**src/rtl/mem_pkg.sv**
```systemverilog
// Shared encodings and sizes for the byte-wide memory access controller.
package mem_pkg;

    localparam int unsigned MEM_ADDR_W = 12;
    localparam int unsigned MEM_BYTES  = 4096;
    localparam int unsigned MEM_DATA_W = 32;

    typedef enum logic [1:0] {
        SZ_BYTE = 2'b00,
        SZ_HALF = 2'b01,
        SZ_WORD = 2'b10,
        SZ_RSVD = 2'b11
    } size_e;

    typedef enum logic [1:0] {
        IDLE  = 2'b00,
        XFER  = 2'b01,
        DRAIN = 2'b10,
        RESP  = 2'b11
    } state_e;

    // Request fields held for the duration of one transaction.
    typedef struct packed {
        logic                  we;
        size_e                 size;
        logic [MEM_ADDR_W-1:0] addr;
        logic [MEM_DATA_W-1:0] wdata;
    } req_t;

    // Index of the last byte lane touched by a request of the given size.
    function automatic logic [1:0] last_idx(input size_e size);
        case (size)
            SZ_HALF: last_idx = 2'd1;
            SZ_WORD: last_idx = 2'd3;
            default: last_idx = 2'd0;
        endcase
    endfunction

endpackage

```
**src/rtl/mem_word_ctrl_if.sv**
```systemverilog
// Request/response handshake bundle between the core side and the controller.
interface mem_word_ctrl_if;
    import mem_pkg::*;

    logic                  req_valid;
    logic                  req_ready;
    logic                  req_we;
    size_e                 req_size;
    logic [MEM_ADDR_W-1:0] req_addr;
    logic [MEM_DATA_W-1:0] req_wdata;
    logic                  resp_valid;
    logic                  resp_ready;
    logic [MEM_DATA_W-1:0] resp_rdata;
    logic                  resp_err;

    modport master (
        output req_valid, req_we, req_size, req_addr, req_wdata, resp_ready,
        input  req_ready, resp_valid, resp_rdata, resp_err
    );

    modport slave (
        input  req_valid, req_we, req_size, req_addr, req_wdata, resp_ready,
        output req_ready, resp_valid, resp_rdata, resp_err
    );

endinterface

```
**src/rtl/mem_word_ctrl.sv**
```systemverilog
// Serialises byte/half/word requests into little-endian byte accesses on a
// 1-cycle registered-read byte memory and returns one response per request.
module mem_word_ctrl
    import mem_pkg::*;
#(
    parameter int unsigned ADDR_W = MEM_ADDR_W,
    parameter int unsigned DATA_W = MEM_DATA_W
) (
    input  logic              clk,
    input  logic              rst,
    mem_word_ctrl_if.slave    bus,
    output logic              mem_we,
    output logic [ADDR_W-1:0] mem_addr,
    output logic [7:0]        mem_in,
    input  logic [7:0]        mem_out
);

    state_e              r_state, w_state_nxt;
    logic [1:0]          r_cnt, w_cnt_nxt;
    req_t                r_req, w_req_nxt;
    logic [DATA_W-1:0]   r_rdata, w_rdata_nxt;
    logic                r_err, w_err_nxt;
    logic                r_resp_valid, w_resp_valid_nxt;
    logic [1:0]          w_last;
    logic [1:0]          w_prev;

    assign bus.req_ready  = (r_state == IDLE);
    assign bus.resp_valid = r_resp_valid;
    assign bus.resp_rdata = r_rdata;
    assign bus.resp_err   = r_err;

    // State and datapath registers, synchronous active-high reset.
    always_ff @(posedge clk) begin
        if (rst) begin
            r_state      <= IDLE;
            r_cnt        <= 2'd0;
            r_req        <= '0;
            r_rdata      <= '0;
            r_err        <= 1'b0;
            r_resp_valid <= 1'b0;
        end else begin
            r_state      <= w_state_nxt;
            r_cnt        <= w_cnt_nxt;
            r_req        <= w_req_nxt;
            r_rdata      <= w_rdata_nxt;
            r_err        <= w_err_nxt;
            r_resp_valid <= w_resp_valid_nxt;
        end
    end

    // Next-state, byte-lane sequencing and memory port drive.
    always_comb begin
        w_state_nxt      = r_state;
        w_cnt_nxt        = r_cnt;
        w_req_nxt        = r_req;
        w_rdata_nxt      = r_rdata;
        w_err_nxt        = r_err;
        w_resp_valid_nxt = r_resp_valid;
        w_last           = last_idx(r_req.size);
        w_prev           = r_cnt - 2'd1;
        mem_we           = 1'b0;
        mem_in           = 8'h00;
        // Base + lane offset wraps naturally at the top of the address space.
        mem_addr         = ADDR_W'(r_req.addr + MEM_ADDR_W'(r_cnt));

        case (r_state)
            IDLE: begin
                if (bus.req_valid) begin
                    w_req_nxt.we    = bus.req_we;
                    w_req_nxt.size  = bus.req_size;
                    w_req_nxt.addr  = bus.req_addr;
                    w_req_nxt.wdata = bus.req_wdata;
                    w_rdata_nxt     = '0;
                    w_cnt_nxt       = 2'd0;
                    if (bus.req_size == SZ_RSVD) begin
                        w_err_nxt        = 1'b1;
                        w_resp_valid_nxt = 1'b1;
                        w_state_nxt      = RESP;
                    end else begin
                        w_err_nxt   = 1'b0;
                        w_state_nxt = XFER;
                    end
                end
            end
            XFER: begin
                mem_we = r_req.we;
                if (r_req.we) begin
                    mem_in = r_req.wdata[{r_cnt, 3'b000} +: 8];
                end else if (r_cnt != 2'd0) begin
                    // Read data for the previous lane's address arrives now.
                    w_rdata_nxt[{w_prev, 3'b000} +: 8] = mem_out;
                end
                if (r_cnt == w_last) begin
                    if (r_req.we) begin
                        w_resp_valid_nxt = 1'b1;
                        w_state_nxt      = RESP;
                    end else begin
                        w_state_nxt = DRAIN;
                    end
                end else begin
                    w_cnt_nxt = r_cnt + 2'd1;
                end
            end
            DRAIN: begin
                w_rdata_nxt[{w_last, 3'b000} +: 8] = mem_out;
                w_resp_valid_nxt                   = 1'b1;
                w_state_nxt                        = RESP;
            end
            RESP: begin
                if (bus.resp_ready) begin
                    w_resp_valid_nxt = 1'b0;
                    w_state_nxt      = IDLE;
                end
            end
            default: w_state_nxt = IDLE;
        endcase
    end

endmodule

```
**src/flat_wrapper.sv**
```systemverilog
// flat-port wrapper written by rule: the top's interface ports become plain ports
module mem_word_ctrl_flat import mem_pkg::*;
#(
    parameter int unsigned ADDR_W = MEM_ADDR_W,
    parameter int unsigned DATA_W = MEM_DATA_W
)
  (clk, rst, mem_we, mem_addr, mem_in, mem_out, bus_req_valid, bus_req_we, bus_req_size, bus_req_addr, bus_req_wdata, bus_resp_ready, bus_req_ready, bus_resp_valid, bus_resp_rdata, bus_resp_err);
  mem_word_ctrl_if bus_i ();
  input  logic clk;
  input  logic rst;
  output logic mem_we;
  output logic [ADDR_W-1:0] mem_addr;
  output logic [7:0] mem_in;
  input  logic [7:0] mem_out;
  input wire logic [$bits(bus_i.req_valid)-1:0] bus_req_valid;
  input wire logic [$bits(bus_i.req_we)-1:0] bus_req_we;
  input wire logic [$bits(bus_i.req_size)-1:0] bus_req_size;
  input wire logic [$bits(bus_i.req_addr)-1:0] bus_req_addr;
  input wire logic [$bits(bus_i.req_wdata)-1:0] bus_req_wdata;
  input wire logic [$bits(bus_i.resp_ready)-1:0] bus_resp_ready;
  output wire logic [$bits(bus_i.req_ready)-1:0] bus_req_ready;
  output wire logic [$bits(bus_i.resp_valid)-1:0] bus_resp_valid;
  output wire logic [$bits(bus_i.resp_rdata)-1:0] bus_resp_rdata;
  output wire logic [$bits(bus_i.resp_err)-1:0] bus_resp_err;
  assign bus_i.req_valid = bus_req_valid;
  assign bus_i.req_we = bus_req_we;
  assign bus_i.req_size = bus_req_size;
  assign bus_i.req_addr = bus_req_addr;
  assign bus_i.req_wdata = bus_req_wdata;
  assign bus_i.resp_ready = bus_resp_ready;
  assign bus_req_ready = bus_i.req_ready;
  assign bus_resp_valid = bus_i.resp_valid;
  assign bus_resp_rdata = bus_i.resp_rdata;
  assign bus_resp_err = bus_i.resp_err;
  mem_word_ctrl #(.ADDR_W(ADDR_W), .DATA_W(DATA_W)) u_core (.clk(clk), .rst(rst), .bus(bus_i), .mem_we(mem_we), .mem_addr(mem_addr), .mem_in(mem_in), .mem_out(mem_out));
endmodule
```
**config.mk**
```make
export PLATFORM = sky130hd
export DESIGN_NAME = mem_word_ctrl_flat
export DESIGN_NICKNAME = d
export VERILOG_FILES = /design/src/rtl/mem_pkg.sv /design/src/rtl/mem_word_ctrl_if.sv /design/src/rtl/mem_word_ctrl.sv /design/src/flat_wrapper.sv
export SDC_FILE = /design/constraint.sdc
export NUM_CORES = 1
export LEC_CHECK = 0
export ABC_AREA = 1
export CAP_MARGIN = 40
export CORE_ASPECT_RATIO = 0.75
export CORE_MARGIN = 2
export CORE_UTILIZATION = 35
export DETAILED_ROUTE_END_ITERATION = 10
export DONT_BUFFER_PORTS = 1
export MAX_ROUTING_LAYER = met4
export PLACE_DENSITY = 0.59
export REMOVE_ABC_BUFFERS = 1
export SYNTH_ARGS = -nofsm -noshare
export SYNTH_HDL_FRONTEND = slang
export SYNTH_SLANG_ARGS = --single-unit
```
**constraint.sdc**
```tcl
create_clock -name clk -period 2.8 [get_ports clk]
set_input_delay 0.56 -clock clk [delete_from_list [all_inputs] [get_ports clk]]
set_output_delay 0.56 -clock clk [all_outputs]
set_load 0.1 [all_outputs]
```
**Run 1: register map, names as in the netlist**

Other sequential cells in the stronger grey, the rest of the logic in the fainter grey.
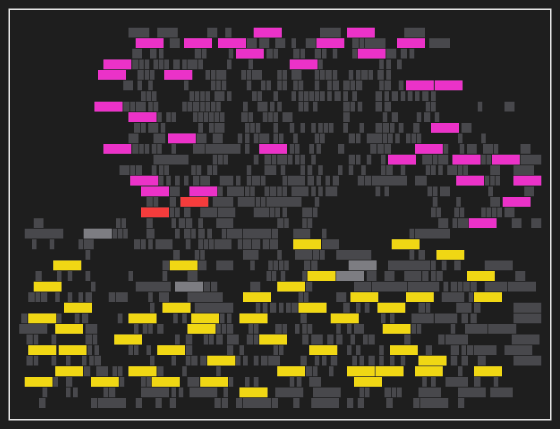
colour	signal	placed flops
red	u_core.r_state	2
magenta	u_core.bus.resp_rdata	32
yellow	u_core.r_req	47
Final Util: 0.458
Seq/total area: 0.282

**Run 1: clock routing**

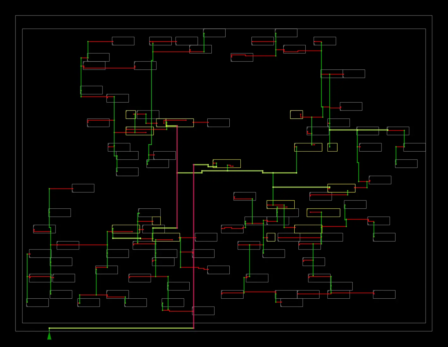
clock sinks: 85
skew final: 6.25 ps
Late-Pin Clk Latency: 340 ps
P_clk: 1.24 mW

==> flow_summary.json, run 1 <==
{
  "rrSetupSlack_ps": 450,
  "cts-root-buf": "clkbuf_16",
  "largest_register_ffs": 47,
  "min_path_type": "input port to register",
  "drc": 0,
  "crit_top_cell": "nand3_1",
  "vias": 4651,
  "nNetsFinal": 860,
  "tightest_slew_ps": 739,
  "required_ps": 2240,
  "cts_hold_buffers": 0,
  "wl_met2_mm": 5.59,
  "r2r_start": "u_core.r_cnt[1]$_SDFFE_PP0P_",
  "ys_cells": 748,
  "critPathSlowestCell": "dfxtp_1",
  "synth.most_common_cell": "nand2_1",
  "fmax_mhz": 376,
  "post-route-period-util": 0.951,
  "simple_gate_share": 0.336,
  "m1WireLength_mm": 6.79,
  "dp_hpwl_mm": 9.47,
  "start_kind": "register",
  "outcome": "complete, no violations",
  "period_needed_ps": 2660,
  "syn_inst": 748,
  "powerComb_mw": 3.15,
  "stdcell_area_um2": 6030,
  "p_comb_frac": 0.525,
  "clk_share": 0.0511,
  "bufAreaShareNonClock": 0.136,
  "grt_pass1_vias": 4279,
  "yosys_area_um2": 4770,
  "finalPower_mw": 6.01,
  "final_common_cell": "nand2_1",
  "rows": 36,
  "htree_levels": 3,
  "fillers": 1406,
  "wl_mm": 13.4,
  "cp_num_buf_inv": 1,
  "numCtsBuffers": 9,
  "worst-path-max-fanout": 3,
  "postCtsSetupBuffers": 0
}
**Run 1: PDN straps and rails**

Pins as bars on the die edge.
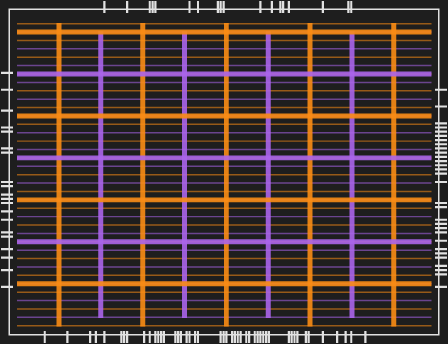
colour	net
purple	VDD
orange	VSS
met4 straps	9
met5 straps	7
rows	36
signal pins	115
Core Area: 13,200 µm²
Die Span X: 139 µm
VDD IR max: 755 µV
Die Ht: 105 µm

**Run 1: met1 routing**

Supply wires on this layer in grey.
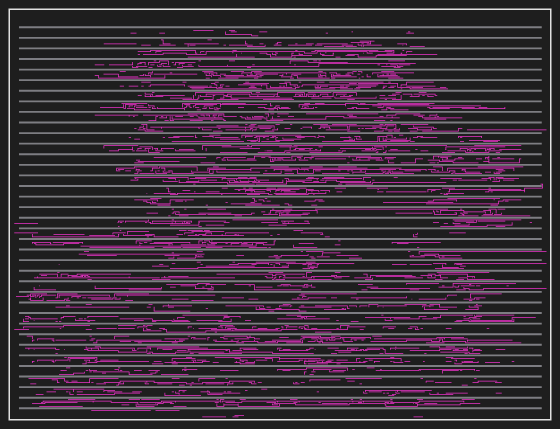
wire length on this layer	6,790 µm
nets with wire on the layer	776

**Run 1: gate-type map**

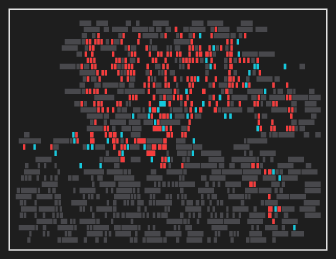

--- run 2 (diff from run 1) ---
- MAX_ROUTING_LAYER: met4 -> unset
- TNS_END_PERCENT: unset -> 100
- clock period: 2.8 -> 3.2 ns (I/O delays scaled with it)
**Run 2: gate-type map**

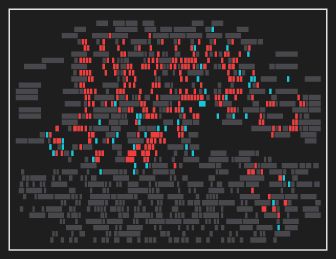
colour	family	cells
red	nand cells	246
cyan	inv cells	50
Comb/total area: 0.450
Non-Filler Instances: 957

**Run 2: met1 routing**

Supply wires on this layer in grey.
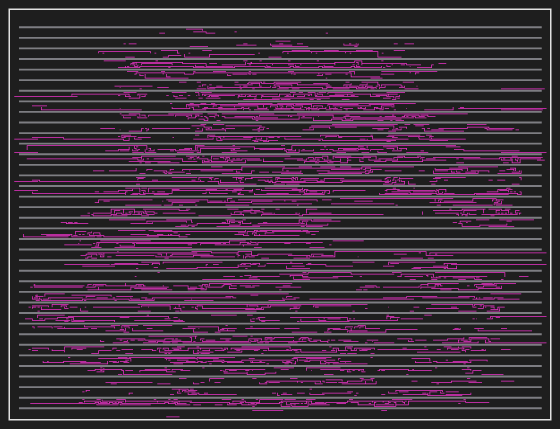
wire length on this layer	7,040 µm
longest straight run	58.9 µm
share of all routed wire	53%
nets with wire on the layer	780
aggregate routed wire length: 13.3 mm
Vias: 4,617
grt met1 use: 0.278

==> run 2 against run 1 <==
Compared with the run above: non-clock buffer count decreased by 3; synthesized cell count unchanged; register-to-register slack improved by 280 ps; setup slack improved by 200 ps; first-iteration DRC count decreased by 2.1%; critical path depth unchanged; critical path type unchanged.
==> flow_summary.json, run 2 <==
{
  "wl_met2_mm": 5.27,
  "nNetsFinal": 857,
  "dp_hpwl_mm": 9.55,
  "rrSetupSlack_ps": 730,
  "outcome": "complete, no violations",
  "postCtsSetupBuffers": 0,
  "fin_util": 0.469,
  "hold_depth": 1,
  "fillers": 1333,
  "syn_inst": 748,
  "hold_viol_final": 0,
  "fmax_mhz": 350,
  "rows": 36,
  "cts-root-buf": "clkbuf_16",
  "p_comb_frac": 0.504,
  "r2r_start": "u_core.r_cnt[0]$_SDFFE_PP0P_",
  "die_x_um": 139,
  "stdcell_area_um2": 6160,
  "drc": 0,
  "cp_num_buf_inv": 1,
  "required_ps": 2560,
  "die_height_um": 105,
  "p_int_mw": 2.72,
  "area_delta_synth_final_pct": 29.3,
  "start_kind": "register",
  "cts_hold_buffers": 0,
  "clk_share": 0.0550,
  "seq_area_frac": 0.276,
  "m1WireLength_mm": 7.04,
  "insertion_delay_ps": 350,
  "synth_flop_count": 85,
  "cts.sinks": 85,
  "powerComb_mw": 2.67,
  "setup_tns_ps": 0,
  "power.share.switching": 0.486,
  "tightest_slew_ps": 710,
  "period_needed_ps": 2860,
  "fa_ha_area_frac": 0.0462,
  "max-vdd-ir-drop_uv": 717,
  "fin_skew_ps": 8.13,
  "finalPower_mw": 5.29,
  "yosys_area_um2": 4770,
  "synth.most_common_cell": "nand2_1",
  "ys_cells": 748,
  "grt_pass1_vias": 4276,
  "powerDensity_nw_per_um2": 859,
  "htree_levels": 3,
  "min_path_type": "input port to register",
  "critPathSlowestCell": "dfxtp_1",
  "largest_register_ffs": 47,
  "relSlewSlack": 0.526,
  "bufAreaShareNonClock": 0.153,
  "fp_util": 0.362,
  "grtUsageMet3": 0.0426,
  "numCtsBuffers": 9,
  "postSynthAreaPerCell_um2": 6.37,
  "worst-path-max-fanout": 3
}
**Run 2: clock routing**

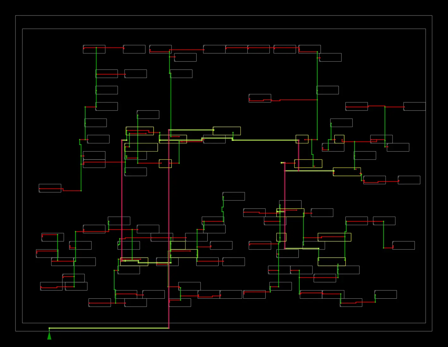

--- run 3 (diff from run 2) ---
- CAP_MARGIN: 40 -> 10
**Run 3: clock routing**

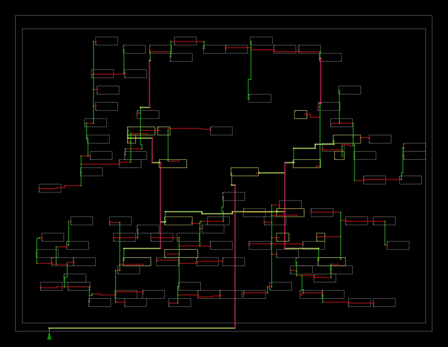
flop count: 85
P_clk: 1.10 mW
skew final: 9.10 ps
CTS Buf Count: 9
clock buffers: 9

**Run 3: PDN straps and rails**

Pins as bars on the die edge.
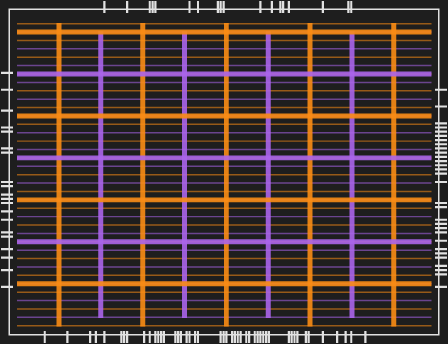
colour	net
orange	VSS
purple	VDD
met1 rails	37
met4 straps	9
met5 straps	7
signal pins	115
rows	36
VDD IR max: 788 µV

==> run 3 against run 2 <==
Compared with the run above: design area fell by 11%; synthesized area did not move; setup slack got worse by 33 ps; sequential share of layout area rose by 3.4 points; global-route usage fell by 0.24 points; synthesized cell count did not move; via count fell by 0.19%; register-to-register slack got worse by 30 ps.
==> flow_summary.json, run 3 <==
{
  "outcome": "complete, no violations",
  "die_height_um": 105,
  "postSynthAreaPerCell_um2": 6.37,
  "critPathSlowestCell": "dfxtp_1",
  "area_delta_synth_final_pct": 15.3,
  "fin_cells": 926,
  "yosys_area_um2": 4770,
  "p_int_mw": 2.55,
  "r2r_start": "u_core.r_cnt[0]$_SDFFE_PP0P_",
  "cts_hold_buffers": 0,
  "fmax_mhz": 346,
  "drc": 0,
  "min_path_type": "input port to register",
  "period_needed_ps": 2890,
  "powerDensity_nw_per_um2": 932,
  "nNetsFinal": 826,
  "finalPower_mw": 5.12,
  "stdcell_area_um2": 5500,
  "largest_register_ffs": 47,
  "fa_ha_area_frac": 0.0462,
  "relSlewSlack": 0.285,
  "htree_levels": 3,
  "required_ps": 2560,
  "cts-root-buf": "clkbuf_16",
  "tightest_slew_ps": 1070,
  "start_kind": "register",
  "fp_util": 0.362,
  "syn_inst": 748,
  "fin_util": 0.418,
  "die_x_um": 139,
  "dp_hpwl_mm": 9.49,
  "wl_met2_mm": 5.27,
  "ys_cells": 748,
  "fillers": 1417,
  "comb_area_frac": 0.504,
  "hold_depth": 1,
  "vias": 4608,
  "synth_flop_count": 85,
  "rrSetupSlack_ps": 700,
  "power.share.switching": 0.502,
  "bufAreaShareNonClock": 0.0551,
  "insertion_delay_ps": 340,
  "synth.most_common_cell": "nand2_1",
  "postCtsSetupBuffers": 0,
  "worst-path-max-fanout": 3,
  "p_comb_frac": 0.477,
  "m1WireLength_mm": 6.48,
  "grtUsageMet3": 0.0573
}
Power figures rest on the tool's default switching activity, not on a simulated workload.
